==> images/met1.png <==
Scale bar: 20 µm.
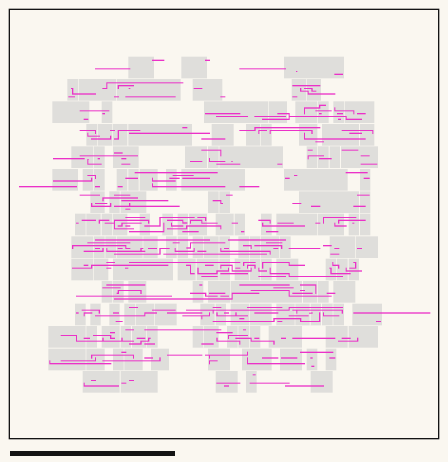
==> images/met2.png <==
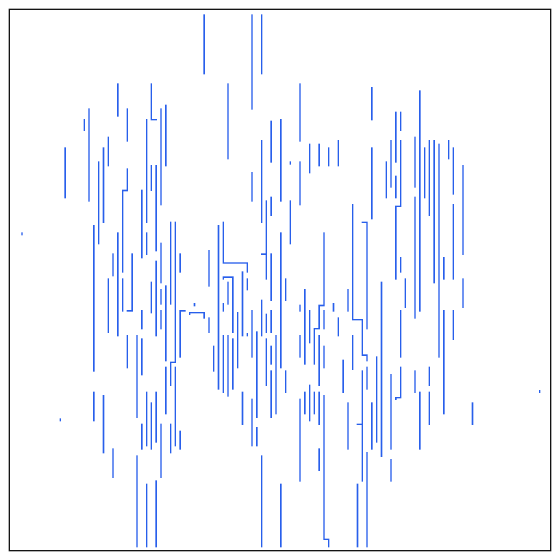
<file path="src/rtl/alarm_clock_ctrl_pkg.sv">
// Shared definitions for the alarm clock controller: key codes, state encoding
// and keypad code predicates.
package alarm_clock_pkg;

  localparam logic [3:0] KEY_NONE  = 4'd10;
  localparam logic [3:0] KEY_ALARM = 4'd11;
  localparam logic [3:0] KEY_TIME  = 4'd12;

  typedef logic [2:0] state_t;

  localparam state_t SHOW_TIME  = 3'd0;
  localparam state_t KEY_STORED = 3'd1;
  localparam state_t KEY_WAITED = 3'd2;
  localparam state_t KEY_ENTRY  = 3'd3;
  localparam state_t SHOW_ALARM = 3'd4;
  localparam state_t SET_ALARM  = 3'd5;
  localparam state_t SET_TIME   = 3'd6;

  function automatic logic is_digit(input logic [3:0] key);
    return key <= 4'd9;
  endfunction

  // Codes 13-15 are unused by the keypad decoder and behave like "no key".
  function automatic logic is_no_key(input logic [3:0] key);
    return (key == KEY_NONE) || (key >= 4'd13);
  endfunction

endpackage

</file>
<file path="src/rtl/alarm_clock_ctrl_if.sv">
// Keypad-side inputs and display/register-side strobes of the controller.
interface alarm_clock_ctrl_if;

  logic       one_second;
  logic [3:0] key;
  logic       shift;
  logic       load_new_a;
  logic       load_new_c;
  logic       show_a;
  logic       show_current_time;
  logic [2:0] entry_digits;

  modport master (
    output one_second, key,
    input  shift, load_new_a, load_new_c, show_a, show_current_time, entry_digits
  );

  modport slave (
    input  one_second, key,
    output shift, load_new_a, load_new_c, show_a, show_current_time, entry_digits
  );

endinterface

</file>
<file path="src/rtl/alarm_clock_ctrl_inactivity_timer.sv">
// Counts one-second ticks of keypad inactivity and flags the tick that
// reaches TIMEOUT_S. The count saturates instead of wrapping.
module inactivity_timer #(
  parameter int TIMEOUT_S = 10
) (
  input  logic clk,
  input  logic rst_n,
  input  logic clear,
  input  logic tick,
  output logic timeout
);

  localparam logic [3:0] LAST_COUNT = 4'(TIMEOUT_S - 1);

  logic [3:0] count;

  // Clear wins over a simultaneous tick so a restarted entry starts from zero.
  always_ff @(posedge clk) begin
    if (!rst_n) begin
      count <= 4'd0;
    end else if (clear) begin
      count <= 4'd0;
    end else if (tick && (count != 4'hF)) begin
      count <= count + 4'd1;
    end
  end

  assign timeout = tick && (count == LAST_COUNT);

endmodule

</file>
<file path="src/rtl/alarm_clock_ctrl.sv">
// Sequencing FSM of the alarm clock: interprets keypad codes, issues shift and
// load strobes, and selects what the LCD driver displays.
module alarm_clock_ctrl
  import alarm_clock_pkg::*;
#(
  parameter int TIMEOUT_S  = 10,
  parameter int NUM_DIGITS = 4
) (
  input  logic                clk,
  input  logic                rst_n,
  alarm_clock_ctrl_if.slave   bus
);

  localparam logic [2:0] FULL_ENTRY = 3'(NUM_DIGITS);

  state_t     state;
  state_t     state_next;
  logic [2:0] digits;
  logic [2:0] digits_next;
  logic       timer_clear;
  logic       timer_tick;
  logic       timeout;

  // Only the waiting states age the entry; a strobe while in KEY_STORED is ignored.
  assign timer_tick = bus.one_second && ((state == KEY_WAITED) || (state == KEY_ENTRY));

  inactivity_timer #(
    .TIMEOUT_S (TIMEOUT_S)
  ) u_timer (
    .clk     (clk),
    .rst_n   (rst_n),
    .clear   (timer_clear),
    .tick    (timer_tick),
    .timeout (timeout)
  );

  // Next-state and digit-count decisions; key actions take priority over a timeout.
  always_comb begin
    state_next  = state;
    digits_next = digits;
    timer_clear = 1'b0;
    case (state)
      SHOW_TIME: begin
        if (is_digit(bus.key)) begin
          state_next  = KEY_STORED;
          digits_next = 3'd1;
          timer_clear = 1'b1;
        end else if (bus.key == KEY_ALARM) begin
          state_next = SHOW_ALARM;
        end
      end
      KEY_STORED: begin
        state_next = KEY_WAITED;
      end
      KEY_WAITED: begin
        if (is_no_key(bus.key)) begin
          state_next = KEY_ENTRY;
        end else if (timeout) begin
          state_next = SHOW_TIME;
        end
      end
      KEY_ENTRY: begin
        if (is_digit(bus.key)) begin
          state_next  = KEY_STORED;
          timer_clear = 1'b1;
          if (digits < FULL_ENTRY) begin
            digits_next = digits + 3'd1;
          end
        end else if (bus.key == KEY_ALARM) begin
          state_next = (digits == FULL_ENTRY) ? SET_ALARM : SHOW_TIME;
        end else if (bus.key == KEY_TIME) begin
          state_next = (digits == FULL_ENTRY) ? SET_TIME : SHOW_TIME;
        end else if (timeout) begin
          state_next = SHOW_TIME;
        end
      end
      SHOW_ALARM: begin
        if (is_no_key(bus.key)) begin
          state_next = SHOW_TIME;
        end
      end
      SET_ALARM: begin
        state_next = SHOW_ALARM;
      end
      SET_TIME: begin
        state_next = SHOW_TIME;
      end
      default: begin
        state_next = SHOW_TIME;
      end
    endcase
    if ((state_next == SHOW_TIME) || (state_next == SHOW_ALARM)) begin
      digits_next = 3'd0;
    end
  end

  // State and entry-digit registers; reset also drops any strobe about to be issued.
  always_ff @(posedge clk) begin
    if (!rst_n) begin
      state  <= SHOW_TIME;
      digits <= 3'd0;
    end else begin
      state  <= state_next;
      digits <= digits_next;
    end
  end

  assign bus.shift             = (state == KEY_STORED);
  assign bus.load_new_a        = (state == SET_ALARM);
  assign bus.load_new_c        = (state == SET_TIME);
  assign bus.show_a            = (state == SHOW_ALARM);
  assign bus.show_current_time = (state == KEY_STORED) || (state == KEY_WAITED) ||
                                 (state == KEY_ENTRY);
  assign bus.entry_digits      = digits;

endmodule

</file>
<file path="src/flat_wrapper.sv">
// flat-port wrapper written by rule: the top's interface ports become plain ports
module alarm_clock_ctrl_flat import alarm_clock_pkg::*;
#(
  parameter int TIMEOUT_S  = 10,
  parameter int NUM_DIGITS = 4
)
  (clk, rst_n, bus_one_second, bus_key, bus_shift, bus_load_new_a, bus_load_new_c, bus_show_a, bus_show_current_time, bus_entry_digits);
  alarm_clock_ctrl_if bus_i ();
  input  logic clk;
  input  logic rst_n;
  input wire logic [$bits(bus_i.one_second)-1:0] bus_one_second;
  input wire logic [$bits(bus_i.key)-1:0] bus_key;
  output wire logic [$bits(bus_i.shift)-1:0] bus_shift;
  output wire logic [$bits(bus_i.load_new_a)-1:0] bus_load_new_a;
  output wire logic [$bits(bus_i.load_new_c)-1:0] bus_load_new_c;
  output wire logic [$bits(bus_i.show_a)-1:0] bus_show_a;
  output wire logic [$bits(bus_i.show_current_time)-1:0] bus_show_current_time;
  output wire logic [$bits(bus_i.entry_digits)-1:0] bus_entry_digits;
  assign bus_i.one_second = bus_one_second;
  assign bus_i.key = bus_key;
  assign bus_shift = bus_i.shift;
  assign bus_load_new_a = bus_i.load_new_a;
  assign bus_load_new_c = bus_i.load_new_c;
  assign bus_show_a = bus_i.show_a;
  assign bus_show_current_time = bus_i.show_current_time;
  assign bus_entry_digits = bus_i.entry_digits;
  alarm_clock_ctrl #(.TIMEOUT_S(TIMEOUT_S), .NUM_DIGITS(NUM_DIGITS)) u_core (.clk(clk), .rst_n(rst_n), .bus(bus_i));
endmodule
</file>
<file path="config.mk">
export PLATFORM = sky130hd
export DESIGN_NAME = alarm_clock_ctrl_flat
export DESIGN_NICKNAME = d
export VERILOG_FILES = /design/src/rtl/alarm_clock_ctrl_pkg.sv /design/src/rtl/alarm_clock_ctrl_if.sv /design/src/rtl/alarm_clock_ctrl_inactivity_timer.sv /design/src/rtl/alarm_clock_ctrl.sv /design/src/flat_wrapper.sv
export SDC_FILE = /design/constraint.sdc
export NUM_CORES = 1
export LEC_CHECK = 0
export ABC_AREA = 1
export CAP_MARGIN = 20
export CORE_MARGIN = 4
export CORE_UTILIZATION = 40
export CTS_CLUSTER_DIAMETER = 40
export DETAILED_ROUTE_END_ITERATION = 12
export PLACE_DENSITY_LB_ADDON = 0.1
export SYNTH_ARGS = -nofsm -noshare
export SYNTH_HDL_FRONTEND = slang
export SYNTH_SLANG_ARGS = --single-unit
</file>
<file path="constraint.sdc">
create_clock -name clk -period 1.6 [get_ports clk]
set_clock_uncertainty 0.1 [all_clocks]
set_input_delay 0.32 -clock clk [delete_from_list [all_inputs] [get_ports clk]]
set_output_delay 0.32 -clock clk [all_outputs]
set_load 0.03 [all_outputs]
</file>
==> impl_metrics.env <==
# flow metrics
export IMPL_outcome="completed"
export IMPL_ir_worst_vdd_mv=0.487
export IMPL_combPwrFrac=0.352
export IMPL_ys_seq_elements=10
export IMPL_fp_util=0.435
export IMPL_vias_per_cell=4.73
export IMPL_placedCellCount=171
export IMPL_synth_top_cells_by_area="dfxtp_1 26%, nand2_1 16%, inv_1 14%, nor2_1 7.8%, ha_1 6.5%"
export IMPL_die_w_um=51.8
export IMPL_finalWeightedCongestion=0.867
export IMPL_power_switching_mw=0.301
export IMPL_area_growth_synth_to_final_pct=38.3
export IMPL_power_frac_clock=0.282
export IMPL_async_reset_ff_frac=0
export IMPL_first_global_vias=753
export IMPL_syn_nets=140
export IMPL_gr_usage_all_layers=0.149
export IMPL_ys_dominant_reg_cell="dfxtp_1"
export IMPL_initialDrtViolationCount=15
export IMPL_cell_internal_pwr_mw=0.520
export IMPL_yosys_warn_count=0
export IMPL_log_warning_count=28
export IMPL_final_fill_count=187
export IMPL_placement_rows=15
export IMPL_critPathBufInv=2
export IMPL_route_antenna_remaining_nets=0
export IMPL_synth_seq_area_share=0.261
export IMPL_sequentialPowerShare=0.365
export IMPL_yosysMostFrequentCell="nand2_1"
export IMPL_global_route_overflow_total=0
export IMPL_power_density_cell_area_nw_per_um2=773
export IMPL_worst_max_slew_margin_expressed_relative_to_the_limit=0.800
export IMPL_synth_avg_cell_area_um2=5.96
export IMPL_die_height_um=51.8
export IMPL_per_cell_routed_wire_length_um=9.94
export IMPL_cts_max_level=1
export IMPL_critPathArrivalTime_ns=1.11
export IMPL_tritoncts="yes"
export IMPL_ys_chip_area_um2=768
export IMPL_setup_viol=0
export IMPL_drv_cap=0
export IMPL_design_final_nets=164
export IMPL_chipArea_um2=2690
-- met1.png (at the start) --
longest straight run: 14.3 µm
nets with wire on the layer: 149
wire length on this layer: 793 µm
main direction: horizontal
GR Layer Usage met1: 0.182
total detailed-routing wirelength: 1760 µm

-- met2.png (at the start) --
share of all routed wire: 50%
nets with wire on the layer: 132
main direction: vertical
global routing met2 resource utilization: 0.251
via count: 837

## timing repair
item,4_1_cts,5_1_grt
setup endpoints to repair,6,8
hold buffers,0,0
buffers inserted,0,2
gates cloned,0,0
resized,5,26
pin swaps,0,5
## per-layer routing
layer | vias to the layer above | track usage | wire length [µm]
li1 | 447 | - | -
met1 | 376 | 0.182 | 792
met2 | 12 | 0.251 | 878
met3 | 2 | 0.0344 | 68
met4 | 0 | 0.0524 | 19
met5 | - | 0 | 0
## final cells by class
class	count	area, µm²	share of cell area
inverter	29	111	0.105
clock buffer	4	36.3	0.0342
timing repair buffer	20	179	0.168
multi-input combinational	89	493	0.464
tap	25	31.3	0.0294
sequential	10	211	0.199
## sequential cells by signal (all words and copies together), names as in the netlist
name,flops
u_core.bus.entry_digits,3
u_core.u_timer.count,4
u_core.state,3
## cell usage in the layout, fill, tap and decap left out, types with 3 or more instances in the layout
cell type       instances
nand2_1                30
nand3_1                 9
dfxtp_2                 6
a21oi_1                 4
dlygate4sd2_1           3
buf_4                  11
nor2_2                  8
o21ai_0                 3
ha_1                    4
inv_1                  26
nor2_1                 10
a21oi_2                 4
dlymetal6s2s_1          4
clkbuf_4                3
nand2_2                 4
dfxtp_1                 3
## power groups by stage
stage / registers (mW) / clock network (mW) / logic [mW]
6_report: 0.300 / 0.232 / 0.289
5_1_grt: 0.304 / 0.252 / 0.323
4_1_cts: 0.295 / 0.236 / 0.267
3_5_place_dp: 0.299 / 0 / 0.270
3_3_place_gp: 0.299 / 0 / 0.268
2_1_floorplan: 0.297 / 0 / 0.187
## final timing paths
kind / from / to / slack (ns) / depth (start not counted)
worst max-delay path: u_core.state[1] / bus_load_new_c / 0.07 / 3
worst min register to register: u_core.u_timer.count[0] / u_core.u_timer.count[0] / 0.40 / 2
worst min-delay path: u_core.u_timer.count[0] / u_core.u_timer.count[0] / 0.40 / 2
worst max register to register: u_core.bus.entry_digits[0] / u_core.bus.entry_digits[0] / 0.18 / 12
## per-stage QoR
stage	setup slack (ns)	power, mW	hold WS, ns	area (µm²)	TNS [ns]
after floorplan	0.0181	0.484	0.318	773	0
after global placement	-0.219	0.567	0.392	951	-1.56
after detailed placement	-0.261	0.569	0.389	951	-1.81
after CTS	0.0312	0.798	0.405	986	0
after global routing	-0.0315	0.878	0.418	1060	-0.0351
final	0.0654	0.821	0.398	1060	0
## worst min-delay path: cells and delay by family, from the launching register on
family | cells | cell delay, ns
AND/OR/NAND/NOR | 1 | 0.06
AND-OR/OR-AND | 1 | 0.06
flip-flops | 1 | 0.34
## cell families (layout without fill, tap and decap cells)
family                   count (synthesis)  in the layout  synth area share
AND/OR/NAND/NOR                         67             67             0.371
buffers and inverters                   30             53             0.156
AND-OR/OR-AND                           18             18             0.147
flip-flops                              10             10             0.261
adder cells (fa/ha/maj)                  4              4            0.0651
No activity file was given, so power comes from the tool's default toggle rates.
